===== src/rtl/ps2_tx.sv =====
// ps2_tx: host-to-device PS/2 byte transmitter with request-to-send, device-clocked bits and ACK check
module ps2_tx #(
  parameter int unsigned INHIBIT_CYCLES = 5000,
  parameter int unsigned TIMEOUT_CYCLES = 1000000
) (
  input  logic       clk,
  input  logic       rst,
  input  logic       kbclk_in,
  input  logic       kbdata_in,
  output logic       kbclk_drive,
  output logic       kbdata_drive,
  input  logic [7:0] tx_data,
  input  logic       tx_valid,
  output logic       tx_ready,
  output logic       busy,
  output logic       done,
  output logic       err
);
  typedef enum logic [2:0] {IDLE, INHIBIT, REQ, SEND, ACK, WAIT_IDLE} state_t;
  state_t state, state_n;
  logic [1:0] cs, ds;
  logic cp, fall, tmo;
  logic [8:0] shreg;
  logic [3:0] cnt;
  logic [31:0] timer;
  assign fall = cp & ~cs[1];
  assign tmo = timer == 32'(TIMEOUT_CYCLES - 1);
  assign tx_ready = state == IDLE;
  assign busy = ~tx_ready;
  // two-flop synchronizers for the pins plus the previous synced clock for edge detection
  always_ff @(posedge clk)
    if (rst) begin
      cs <= 2'b11;
      ds <= 2'b11;
      cp <= 1'b1;
    end else begin
      cs <= {cs[0], kbclk_in};
      ds <= {ds[0], kbdata_in};
      cp <= cs[1];
    end
  // state register, frame shifter {parity, data}, fall counter and phase timer
  always_ff @(posedge clk)
    if (rst) begin
      state <= IDLE;
      shreg <= '0;
      cnt   <= '0;
      timer <= '0;
    end else begin
      state <= state_n;
      if (state == IDLE) begin
        cnt   <= '0;
        timer <= '0;
        if (tx_valid) shreg <= {~^tx_data, tx_data};
      end else if (state == INHIBIT || state == REQ) begin
        timer <= (state_n == INHIBIT) ? timer + 32'd1 : '0;
      end else begin
        timer <= fall ? '0 : timer + 32'd1;
        if (state == SEND && fall) begin
          cnt <= cnt + 4'd1;
          if (cnt != 4'd0) shreg <= {1'b1, shreg[8:1]};
        end
      end
    end
  // next state, line drives and end-of-frame pulses; timeout wins over a coincident fall
  always_comb begin
    state_n = state;
    kbclk_drive = 1'b0;
    kbdata_drive = 1'b0;
    done = 1'b0;
    err = 1'b0;
    case (state)
      IDLE: state_n = tx_valid ? INHIBIT : IDLE;
      INHIBIT: begin
        kbclk_drive = 1'b1;
        state_n = (timer == 32'(INHIBIT_CYCLES - 1)) ? REQ : INHIBIT;
      end
      REQ: begin
        kbclk_drive = 1'b1;
        kbdata_drive = 1'b1;
        state_n = SEND;
      end
      SEND: begin
        kbdata_drive = (cnt == 4'd0) | ~shreg[0];
        err = tmo;
        state_n = tmo ? IDLE : (fall && cnt == 4'd9) ? ACK : SEND;
      end
      ACK: begin
        err = tmo | (fall & ds[1]);
        state_n = err ? IDLE : fall ? WAIT_IDLE : ACK;
      end
      WAIT_IDLE: begin
        done = ~tmo & cs[1] & ds[1];
        err = tmo;
        state_n = (tmo | done) ? IDLE : WAIT_IDLE;
      end
      default: state_n = IDLE;
    endcase
    done = done & ~rst;
    err = err & ~rst;
  end
endmodule


===== config.mk =====
export PLATFORM = sky130hd
export DESIGN_NAME = ps2_tx
export DESIGN_NICKNAME = d
export VERILOG_FILES = /design/src/rtl/ps2_tx.sv
export SDC_FILE = /design/constraint.sdc
export NUM_CORES = 1
export LEC_CHECK = 0
export CORE_UTILIZATION = 45
export DETAILED_ROUTE_END_ITERATION = 6
export GPL_TIMING_DRIVEN = 1
export PLACE_DENSITY = 0.65
export SETUP_SLACK_MARGIN = 0.15
export SYNTH_ARGS = -nofsm -noshare
export SYNTH_HDL_FRONTEND = slang
export SYNTH_SLANG_ARGS = --single-unit

===== constraint.sdc =====
create_clock -name clk -period 1.91 [get_ports clk]
set_input_delay 0.382 -clock clk [delete_from_list [all_inputs] [get_ports clk]]
set_output_delay 0.382 -clock clk [all_outputs]
set_load 0.02 [all_outputs]

==> results_slide.txt <==
Flow Results at a Glance

Routing
  • Metal3 WL: 276 µm
  • Via Count: 2592
  • Vias per cell: 5.43
  • Post-Route WL: 7.44 mm
  • Highest Signal Layer: met4
  • Drt pass-1 iters: 4
  • ANT nets after route: 0
  • Met2 routed WL: 3.83 mm
  • Post-route DRC: 0
  • Met1 wire length: 3.25 mm

Yosys
  • Post-synthesis net count: 327
  • Cell with the most instances after synthesis: nor2_1
  • Ys cells: 310
  • Main flop type: dfxtp_1
  • Synth flops: 53
  • Chip area in the Yosys report: 2690 µm²
  • Mapped Avg Cell Area: 8.66 µm²
  • Post-synth seq share: 39.5%
  • Syn. warnings: 0
  • Post-synthesis cell count: 310
  • Unique cell types: 46
  • Synth top area cells: dfxtp_1 (40%), nor2_1 (8.9%), xnor2_1 (8.2%)
  • Asr flop ratio synth: 0%
  • Top cells by count, synth: nor2_1 (64), dfxtp_1 (53), xnor2_1 (25), xor2_1 (16), nand2_1 (14)
  • Top cell area share: 39.5%
  • Mapped cell area: 2690 µm²

Clocking
  • CTS sink cnt: 53
  • TritonCTS Buffers: 5
  • CTS H-Tree Depth: 2
  • CTS tree: yes
  • Worst-path clk slew: 90 ps
  • Root Driver: clkbuf_8
  • Max Root-Sink Buffers: 2

Global routing
  • Initial antenna violation count: 0
  • Vias in the first global route: 2308
  • GRT Overall Usage: 21.9%
  • Busiest layer in global routing: met2
  • M1 GR Usage: 27.8%
  • First-pass GRT wire length: 10.6 mm
  • M2 GR Usage: 36.4%
  • Largest net degree at the start of global routing: 23

Layout
  • Non-Clock Buffer Area Fraction: 22.7%
  • Signal buffers: 99
  • Top cell excl fill/tap: buf_4
  • Antenna fix cells: 0
  • Logic inverters: 7
  • Clk cell area share: 2.00%
  • Ratio of cells with drive above 1 in the final layout: 44.2%
  • Top cell category: logic gates
  • Logic area: 1920 µm²
  • Most numerous logic cells after layout: buf_4 (68), dfxtp_1 (44), nor2_1 (31), nor2_4 (29), xnor2_1 (25)
  • Comb area share: 46.5%
  • Comb_multi_in: 238
  • Top Registers: timer (32), shreg (9), cnt (4)
  • Fillers: 382
  • Area grow syn2layout: 54.0%
  • Post-route insts no fill: 477

Floorplanning
  • Full die area: 6280 µm²
  • Row count: 27
  • Well Taps: 72
  • Core area: 5640 µm²
  • Pre-Place Util: 47.6%
  • IO Count: 19

Placement
  • Final Wtd Congestion: 0.817
  • Placed wire-length estimate: 4.35 mm
  • Input/output buffers: 18
  • Dpl cells: 453

Final timing
  • Period utilization: 121%
  • Slew Limit Fails: 0
  • RSZ-0062 raised after global routing: yes
  • Final setup margin: -411 ps
  • Min Hold Slack: 422 ps
  • # setup viols final: 37
  • Slew @ Worst Pin: 494 ps
  • Hold Vio Cnt, Final: 0
  • Clock skew: 8.24 ps
  • Highest Clock Rate: 431 MHz
  • Slew headroom: 66.8%
  • Total negative slack: -9820 ps

Min path
  • HP Class: reg2reg

Setup path
  • Critical Path AT: 1940 ps
  • Maximum fanout along the worst path: 2
  • Nature of the critical path endpoint: output pin
  • Worst setup SP type: register

Run status
  • Failing checks: setup timing
  • Outcome: finished with violations

Power and ir drop
  • Overall power: 2.37 mW

Job
  • Max Cap Violations: 0
  • Stage-log warning count: 31
[critical path, stage by stage, from the launching register on]
cell	delay [ps]
dfxtp_1	320
or4_4	530
nand3b_1	210
nor4_2	160
o21ai_1	130
a21oi_2	130
buf_4	140
[through the flow]
stage	cell area [µm²]	worst slack (ps)	util, %
2_1_floorplan	2700	-35.0	-
3_3_place_gp	3390	-562	60.0
3_5_place_dp	3390	-546	60.0
4_1_cts	3780	-404	66.9
5_1_grt	4130	-538	73.3
6_report	4130	-411	73.3
[cells by family (layout without fill, tap and decap cells)]
| kind of cell | count (synthesis) | in the layout | synth area share (%) |
|---|---|---|---|
| AND/OR/NAND/NOR | 162 | 162 | 32.2 |
| flip-flops | 53 | 53 | 39.5 |
| XOR/XNOR | 41 | 41 | 13.4 |
| AND-OR/OR-AND | 23 | 23 | 5.92 |
| buffers and inverters | 19 | 114 | 4.15 |
| multiplexers | 8 | 8 | 2.98 |
| adder cells (fa/ha/maj) | 4 | 4 | 1.86 |
[final timing paths]
check                  startpoint                    to  slack (ps)  cells after the start
min reg2reg      cs[0]$_SDFF_PP1_      cs[1]$_SDFF_PP1_         420                      1
max reg2reg  timer[26]$_SDFF_PP0_  timer[13]$_SDFF_PP0_        -310                      8
min              cs[0]$_SDFF_PP1_      cs[1]$_SDFF_PP1_         420                      1
max          timer[27]$_SDFF_PP0_                   err        -410                      6
[report_power, final]
group / leakage, nW / switching [mW] / internal [mW]
Clock: 0.0450 / 0.389 / 0.255
Combinational: 1.06 / 0.280 / 0.280
Sequential: 0.434 / 0.0279 / 1.13
Total: 1.54 / 0.697 / 1.67
[repair_timing]
item,in CTS,in global routing
setup buffers,6,3
endpoints found under the setup margin,50,50
hold buffers,0,0
resized,76,63
pin swaps,16,34
cloned,2,5
endpoints found under the hold margin,0,0
Figure 1. Cell density map.
The die is cut into 8 by 8 equal tiles; black is low, pale yellow is high, 0 to 100% covered.
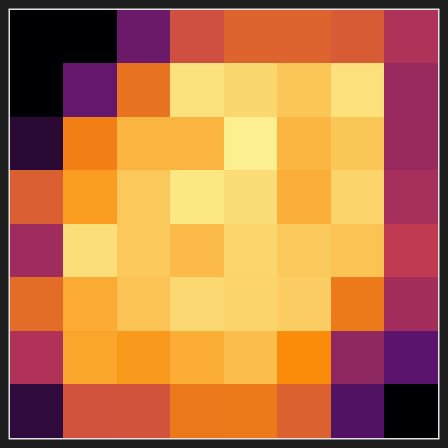
The emptiest ninth of the die: north-west. 6.2% of the tiles are nearly empty. The fullest tile reaches 97%. 47% of the tiles are over 75% full.

Figure 2. Placed cells, one colour a class.
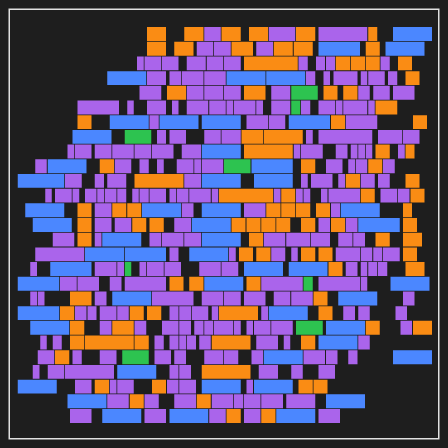
Key: green = clock drivers and dummy loads [cells 8]; purple = remaining logic cells [cells 245]; blue = registers [cells 53]; orange = remaining buffers and delay cells [cells 99]

Figure 3. Register map, names as in the netlist.
Other sequential cells in the stronger grey, the rest of the logic in the fainter grey.
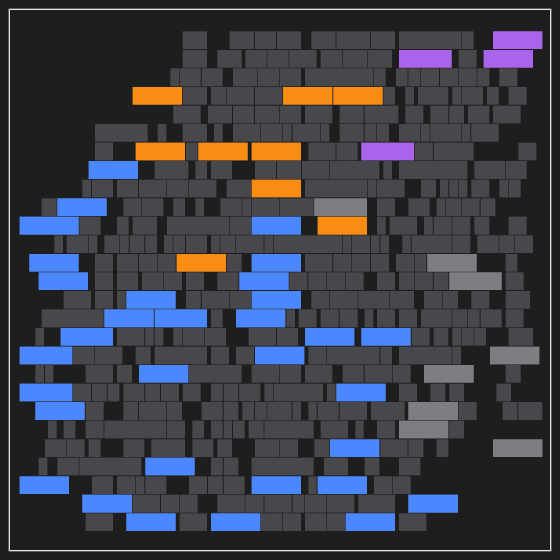
Key: blue = `timer` [flops 32]; purple = `cnt` [flops 4, where north-east]; orange = `shreg` [flops 9, where north]
Another 8 sequential cells are not coloured.
Reg area: 1070 µm²
Util after Layout: 73.3%
seq pwr: 1.16 mW
Seq area share: 26.0%

No activity file was given, so power comes from the tool's default toggle rates.
